`config.mk`:
```
export PLATFORM = sky130hd
export DESIGN_NAME = ppu_vram_arbiter_flat
export DESIGN_NICKNAME = d
export VERILOG_FILES = /design/src/rtl/ppu_vram_arbiter_if.sv /design/src/rtl/ppu_vram_arbiter.sv /design/src/flat_wrapper.sv
export SDC_FILE = /design/constraint.sdc
export NUM_CORES = 1
export LEC_CHECK = 0
export CORE_AREA = 2 2 72 74
export DETAILED_ROUTE_END_ITERATION = 12
export DIE_AREA = 0 0 74 76
export PLACE_DENSITY_LB_ADDON = 0.25
export SLEW_MARGIN = 10
export SYNTH_ARGS = -nofsm -noshare
export SYNTH_HDL_FRONTEND = slang
export SYNTH_SLANG_ARGS = --single-unit
```
`constraint.sdc`:
```
create_clock -name clock -period 5.7 [get_ports clock]
set_input_delay 1.425 -clock clock [delete_from_list [all_inputs] [get_ports clock]]
set_output_delay 1.425 -clock clock [all_outputs]
set_load 0.005 [all_outputs]
```
`src/rtl/ppu_vram_arbiter_if.sv`:
```
// ppu_vram_arbiter_if: requester and memory-side signals of the PPU VRAM arbiter.
//   fetch_*  : background/sprite fetch engine (request, address, returned data)
//   cpu_*    : PPUDATA accessor (level request held until cpu_ack, result, busy)
//   vram_*   : single VRAM/palette port (address, write strobe/data, read data)
// master = PPU core plus memory side, slave = arbiter.
interface ppu_vram_arbiter_if;
  logic        fetch_req;
  logic [13:0] fetch_addr;
  logic        fetch_valid;
  logic [7:0]  fetch_data;

  logic        cpu_req;
  logic        cpu_we;
  logic [13:0] cpu_addr;
  logic [7:0]  cpu_wdata;
  logic        cpu_ack;
  logic [7:0]  cpu_rdata;
  logic        cpu_busy;

  logic [13:0] vram_addr;
  logic        vram_we;
  logic [7:0]  vram_wdata;
  logic [7:0]  vram_rdata;

  modport master (
    output fetch_req, fetch_addr, cpu_req, cpu_we, cpu_addr, cpu_wdata, vram_rdata,
    input  fetch_valid, fetch_data, cpu_ack, cpu_rdata, cpu_busy,
           vram_addr, vram_we, vram_wdata
  );

  modport slave (
    input  fetch_req, fetch_addr, cpu_req, cpu_we, cpu_addr, cpu_wdata, vram_rdata,
    output fetch_valid, fetch_data, cpu_ack, cpu_rdata, cpu_busy,
           vram_addr, vram_we, vram_wdata
  );
endinterface

```
`src/rtl/ppu_vram_arbiter.sv`:
```
// ppu_vram_arbiter: shares the single VRAM port between the fetch engine and
// the PPUDATA accessor. Fetches always win; CPU accesses use idle slots.
// Implements the PPUDATA read buffer, including the refill from the
// nametable mirror underneath a palette read.
// Ports:
//   clock, reset      : clock, synchronous active-high reset
//   i_render_active   : PPU rendering; gates CPU slots unless CPU_DURING_RENDER
//   bus (slave)       : fetch, CPU and VRAM signal groups
module ppu_vram_arbiter #(
  parameter logic [13:0] PAL_BASE          = 14'h3F00,
  parameter logic [13:0] PAL_MIRROR_MASK   = 14'h2FFF,
  parameter bit          CPU_DURING_RENDER = 1'b0,
  parameter logic [7:0]  READBUF_RESET     = 8'h00
) (
  input  logic clock,
  input  logic reset,
  input  logic i_render_active,
  ppu_vram_arbiter_if.slave bus
);

  typedef enum logic [2:0] {
    IDLE      = 3'd0,
    RD_WAIT   = 3'd1,
    WR_ACK    = 3'd2,
    PAL_FILL  = 3'd3,
    FILL_WAIT = 3'd4
  } state_t;

  state_t      r_state;
  logic [13:0] r_addr;
  logic [7:0]  r_read_buf;
  logic [13:0] r_vram_addr;
  logic        r_fetch_valid;

  logic        w_render_ok;
  logic        w_cpu_slot;
  logic        w_rd_pal;
  logic [13:0] w_vram_addr;
  logic        w_vram_we;
  logic [7:0]  w_vram_wdata;
  logic        w_cpu_ack;
  logic [7:0]  w_cpu_rdata;

  // A CPU slot exists only when the fetch engine leaves the port idle.
  assign w_render_ok = !i_render_active || CPU_DURING_RENDER;
  assign w_cpu_slot  = !bus.fetch_req && w_render_ok &&
                       (((r_state == IDLE) && bus.cpu_req) || (r_state == PAL_FILL));
  assign w_rd_pal    = (r_addr >= PAL_BASE);

  // Port mux and completion outputs; everything forced low while in reset.
  always_comb begin
    w_vram_addr  = r_vram_addr;
    w_vram_we    = 1'b0;
    w_vram_wdata = 8'h00;
    w_cpu_ack    = 1'b0;
    w_cpu_rdata  = 8'h00;
    if (bus.fetch_req) begin
      w_vram_addr = bus.fetch_addr;
    end else if (w_cpu_slot) begin
      if (r_state == PAL_FILL) begin
        w_vram_addr = r_addr & PAL_MIRROR_MASK;
      end else begin
        w_vram_addr  = bus.cpu_addr;
        w_vram_we    = bus.cpu_we;
        w_vram_wdata = bus.cpu_we ? bus.cpu_wdata : 8'h00;
      end
    end
    if (r_state == RD_WAIT) begin
      w_cpu_ack   = 1'b1;
      // Palette reads bypass the buffer; others return the previous buffer.
      w_cpu_rdata = w_rd_pal ? bus.vram_rdata : r_read_buf;
    end else if (r_state == WR_ACK) begin
      w_cpu_ack = 1'b1;
    end
    if (reset) begin
      w_vram_addr  = 14'h0000;
      w_vram_we    = 1'b0;
      w_vram_wdata = 8'h00;
      w_cpu_ack    = 1'b0;
      w_cpu_rdata  = 8'h00;
    end
  end

  assign bus.vram_addr   = w_vram_addr;
  assign bus.vram_we     = w_vram_we;
  assign bus.vram_wdata  = w_vram_wdata;
  assign bus.cpu_ack     = w_cpu_ack;
  assign bus.cpu_rdata   = w_cpu_rdata;
  assign bus.cpu_busy    = !reset && (bus.cpu_req || (r_state != IDLE));
  assign bus.fetch_valid = !reset && r_fetch_valid;
  assign bus.fetch_data  = (!reset && r_fetch_valid) ? bus.vram_rdata : 8'h00;

  // CPU transaction sequencer, read buffer and address hold register.
  always_ff @(posedge clock) begin
    if (reset) begin
      r_state       <= IDLE;
      r_addr        <= 14'h0000;
      r_read_buf    <= READBUF_RESET;
      r_vram_addr   <= 14'h0000;
      r_fetch_valid <= 1'b0;
    end else begin
      r_fetch_valid <= bus.fetch_req;
      r_vram_addr   <= w_vram_addr;
      case (r_state)
        IDLE: begin
          if (w_cpu_slot) begin
            r_addr  <= bus.cpu_addr;
            r_state <= bus.cpu_we ? WR_ACK : RD_WAIT;
          end
        end
        RD_WAIT: begin
          // vram_rdata here belongs to the CPU read granted last cycle.
          if (w_rd_pal) begin
            r_state <= PAL_FILL;
          end else begin
            r_read_buf <= bus.vram_rdata;
            r_state    <= IDLE;
          end
        end
        WR_ACK: r_state <= IDLE;
        PAL_FILL: begin
          if (w_cpu_slot) r_state <= FILL_WAIT;
        end
        FILL_WAIT: begin
          r_read_buf <= bus.vram_rdata;
          r_state    <= IDLE;
        end
        default: r_state <= IDLE;
      endcase
    end
  end

endmodule

```
`src/flat_wrapper.sv`:
```
// flat-port wrapper written by rule: the top's interface ports become plain ports
module ppu_vram_arbiter_flat 
#(
  parameter logic [13:0] PAL_BASE          = 14'h3F00,
  parameter logic [13:0] PAL_MIRROR_MASK   = 14'h2FFF,
  parameter bit          CPU_DURING_RENDER = 1'b0,
  parameter logic [7:0]  READBUF_RESET     = 8'h00
)
  (clock, reset, i_render_active, bus_fetch_req, bus_fetch_addr, bus_cpu_req, bus_cpu_we, bus_cpu_addr, bus_cpu_wdata, bus_vram_rdata, bus_fetch_valid, bus_fetch_data, bus_cpu_ack, bus_cpu_rdata, bus_cpu_busy, bus_vram_addr, bus_vram_we, bus_vram_wdata);
  ppu_vram_arbiter_if bus_i ();
  input  logic clock;
  input  logic reset;
  input  logic i_render_active;
  input wire logic [$bits(bus_i.fetch_req)-1:0] bus_fetch_req;
  input wire logic [$bits(bus_i.fetch_addr)-1:0] bus_fetch_addr;
  input wire logic [$bits(bus_i.cpu_req)-1:0] bus_cpu_req;
  input wire logic [$bits(bus_i.cpu_we)-1:0] bus_cpu_we;
  input wire logic [$bits(bus_i.cpu_addr)-1:0] bus_cpu_addr;
  input wire logic [$bits(bus_i.cpu_wdata)-1:0] bus_cpu_wdata;
  input wire logic [$bits(bus_i.vram_rdata)-1:0] bus_vram_rdata;
  output wire logic [$bits(bus_i.fetch_valid)-1:0] bus_fetch_valid;
  output wire logic [$bits(bus_i.fetch_data)-1:0] bus_fetch_data;
  output wire logic [$bits(bus_i.cpu_ack)-1:0] bus_cpu_ack;
  output wire logic [$bits(bus_i.cpu_rdata)-1:0] bus_cpu_rdata;
  output wire logic [$bits(bus_i.cpu_busy)-1:0] bus_cpu_busy;
  output wire logic [$bits(bus_i.vram_addr)-1:0] bus_vram_addr;
  output wire logic [$bits(bus_i.vram_we)-1:0] bus_vram_we;
  output wire logic [$bits(bus_i.vram_wdata)-1:0] bus_vram_wdata;
  assign bus_i.fetch_req = bus_fetch_req;
  assign bus_i.fetch_addr = bus_fetch_addr;
  assign bus_i.cpu_req = bus_cpu_req;
  assign bus_i.cpu_we = bus_cpu_we;
  assign bus_i.cpu_addr = bus_cpu_addr;
  assign bus_i.cpu_wdata = bus_cpu_wdata;
  assign bus_i.vram_rdata = bus_vram_rdata;
  assign bus_fetch_valid = bus_i.fetch_valid;
  assign bus_fetch_data = bus_i.fetch_data;
  assign bus_cpu_ack = bus_i.cpu_ack;
  assign bus_cpu_rdata = bus_i.cpu_rdata;
  assign bus_cpu_busy = bus_i.cpu_busy;
  assign bus_vram_addr = bus_i.vram_addr;
  assign bus_vram_we = bus_i.vram_we;
  assign bus_vram_wdata = bus_i.vram_wdata;
  ppu_vram_arbiter #(.PAL_BASE(PAL_BASE), .PAL_MIRROR_MASK(PAL_MIRROR_MASK), .CPU_DURING_RENDER(CPU_DURING_RENDER), .READBUF_RESET(READBUF_RESET)) u_core (.clock(clock), .reset(reset), .i_render_active(i_render_active), .bus(bus_i));
endmodule
```
### Met1 routing

(4 px per um) Supply wires on this layer in grey.
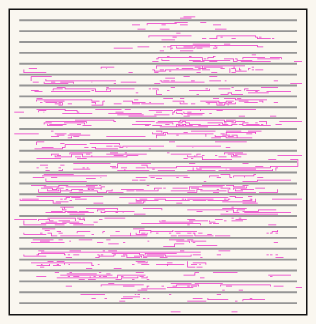
longest straight run: 39.8 um
share of all routed wire: 41%
nets with wire on the layer: 312

### Cell density map

(4 px per um) The die is cut into 7 by 8 equal tiles; white is low, dark blue is high, 0 to 100% covered.
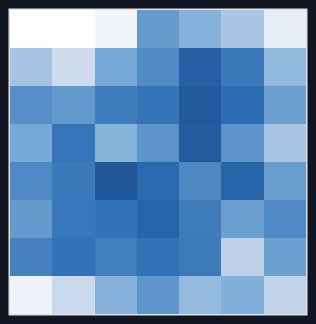
tiles over 75% full: 14%
fullest tile: 84%
emptiest ninth of the die: upper left
densest ninth of the die: centre

==> flow_summary.yaml <==
# generated from flow reports
finish:
  nets: 366
  dominant_cells: "multi-input combinational cells"
  nNonClkInverters: 1
  final_cell_area_mm2: 0.00314
  sh_comb_area: 0.387
  buffers: 96
  mi_logic_area_mm2: 0.00121
  seq_cells: 40
  seq_share: 0.255
  bufAreaShareNonClock: 0.302
  antennaDiodeCount: 0
  final-clk-cell-share: 0.0271
  fillCellCount: 432
  nClkBuffers: 7
  logic_gate_count: 172
clock_tree:
  hold_buffers: 0
  cts_resized: 0
  clock.latency.late_pin_ns: 0.29
  ctsRootBufferMaster: "clkbuf_8"
  clkSlewWorstSetupHoldPaths_ns: 0.07
  numCtsBuffers: 5
  cts.sinks: 40
  cts_tree: "done"
logic_synthesis:
  syn_avg_cell_area_um2: 8.93
  ys_sh_xor: 0.00827
  most_common_cell: "dfxtp_1"
  area_leaders: "dfxtp_1 38%, mux2i_1 17%, o31ai_1 9.2%"
  ys_warn_count: 0
  logic_family: "AND-OR/OR-AND gates"
  ff_type: "dfxtp_1"
  yosys_area_mm2: 0.00212
  syn_area_mm2: 0.00212
  ys_cells: 237
  synthArstFlopShare: 0
  syn_nets: 287
  mux_area_frac: 0.165
  yosys.stat.seqShare: 0.378
  ys_top_cells_by_count: "40 x dfxtp_1, 35 x mux2i_1, 26 x nor2_1, 26 x o31ai_1, 17 x and2_1"
critical_path:
  crit_family: "buffers and inverters"
  arrival_ns: 3.95
  reg2regPathDepth: 5
  cp_max_fo: 40
  rr_startpoint: "u_core.r_state[0]"
  rrSetupSlack_ns: 3.57
  criticalPathCategory: "in -> out"
  path_buffers: 3
  cp-endpoint: "bus_vram_addr[3]"
sta:
  rsz0062_at_grt: "false"
  worst_pin_slew_ns: 1.03
  drv_slew: 0
  layout_setup_ws_ns: 0.322
  clock_skew_ns: 0.00543
  finalHoldViolations: 0
  timing.final.crit_period_ns: 5.38
grt:
  use_met3: 0.0503
  track_usage: 0.202
  grt_pass1_wl_um: 8990
  use_met1: 0.246
  grt_pass1_vias: 1962
  grt-busiest-layer: "met2"
  grtUsageMet2: 0.337
power:
  power_clock_mw: 0.182
  pg_seq_mw: 0.295
  pwr-share-clk: 0.311
  p_comb_frac: 0.186
  finalPower_mw: 0.587
  p_leak_nw: 1.15
  p_comb_mw: 0.109
drt:
  drtAntennaViolNets: 0
  met2_length_um: 2730
  drt-pass1-iter-count: 4
  drt_iter0_markers: 109
  drt_drc_violations_left: 0
  drt-total-wl_um: 5540
placement:
  place.gp.congestion: 0.737
  placed_area_mm2: 0.00306
  dp_cells: 379
  post-place-ws_ns: 0.395
floorplanning:
  die_x_um: 74
  num_rows: 26
worst_hold_path:
  hold_start: "u_core.r_read_buf[2]"
  hold_path.class: "reg -> reg"
flow_run:
  warning_count: 26
status:
  outcome: "finished clean"
Power figures rest on the tool's default switching activity, not on a simulated workload.
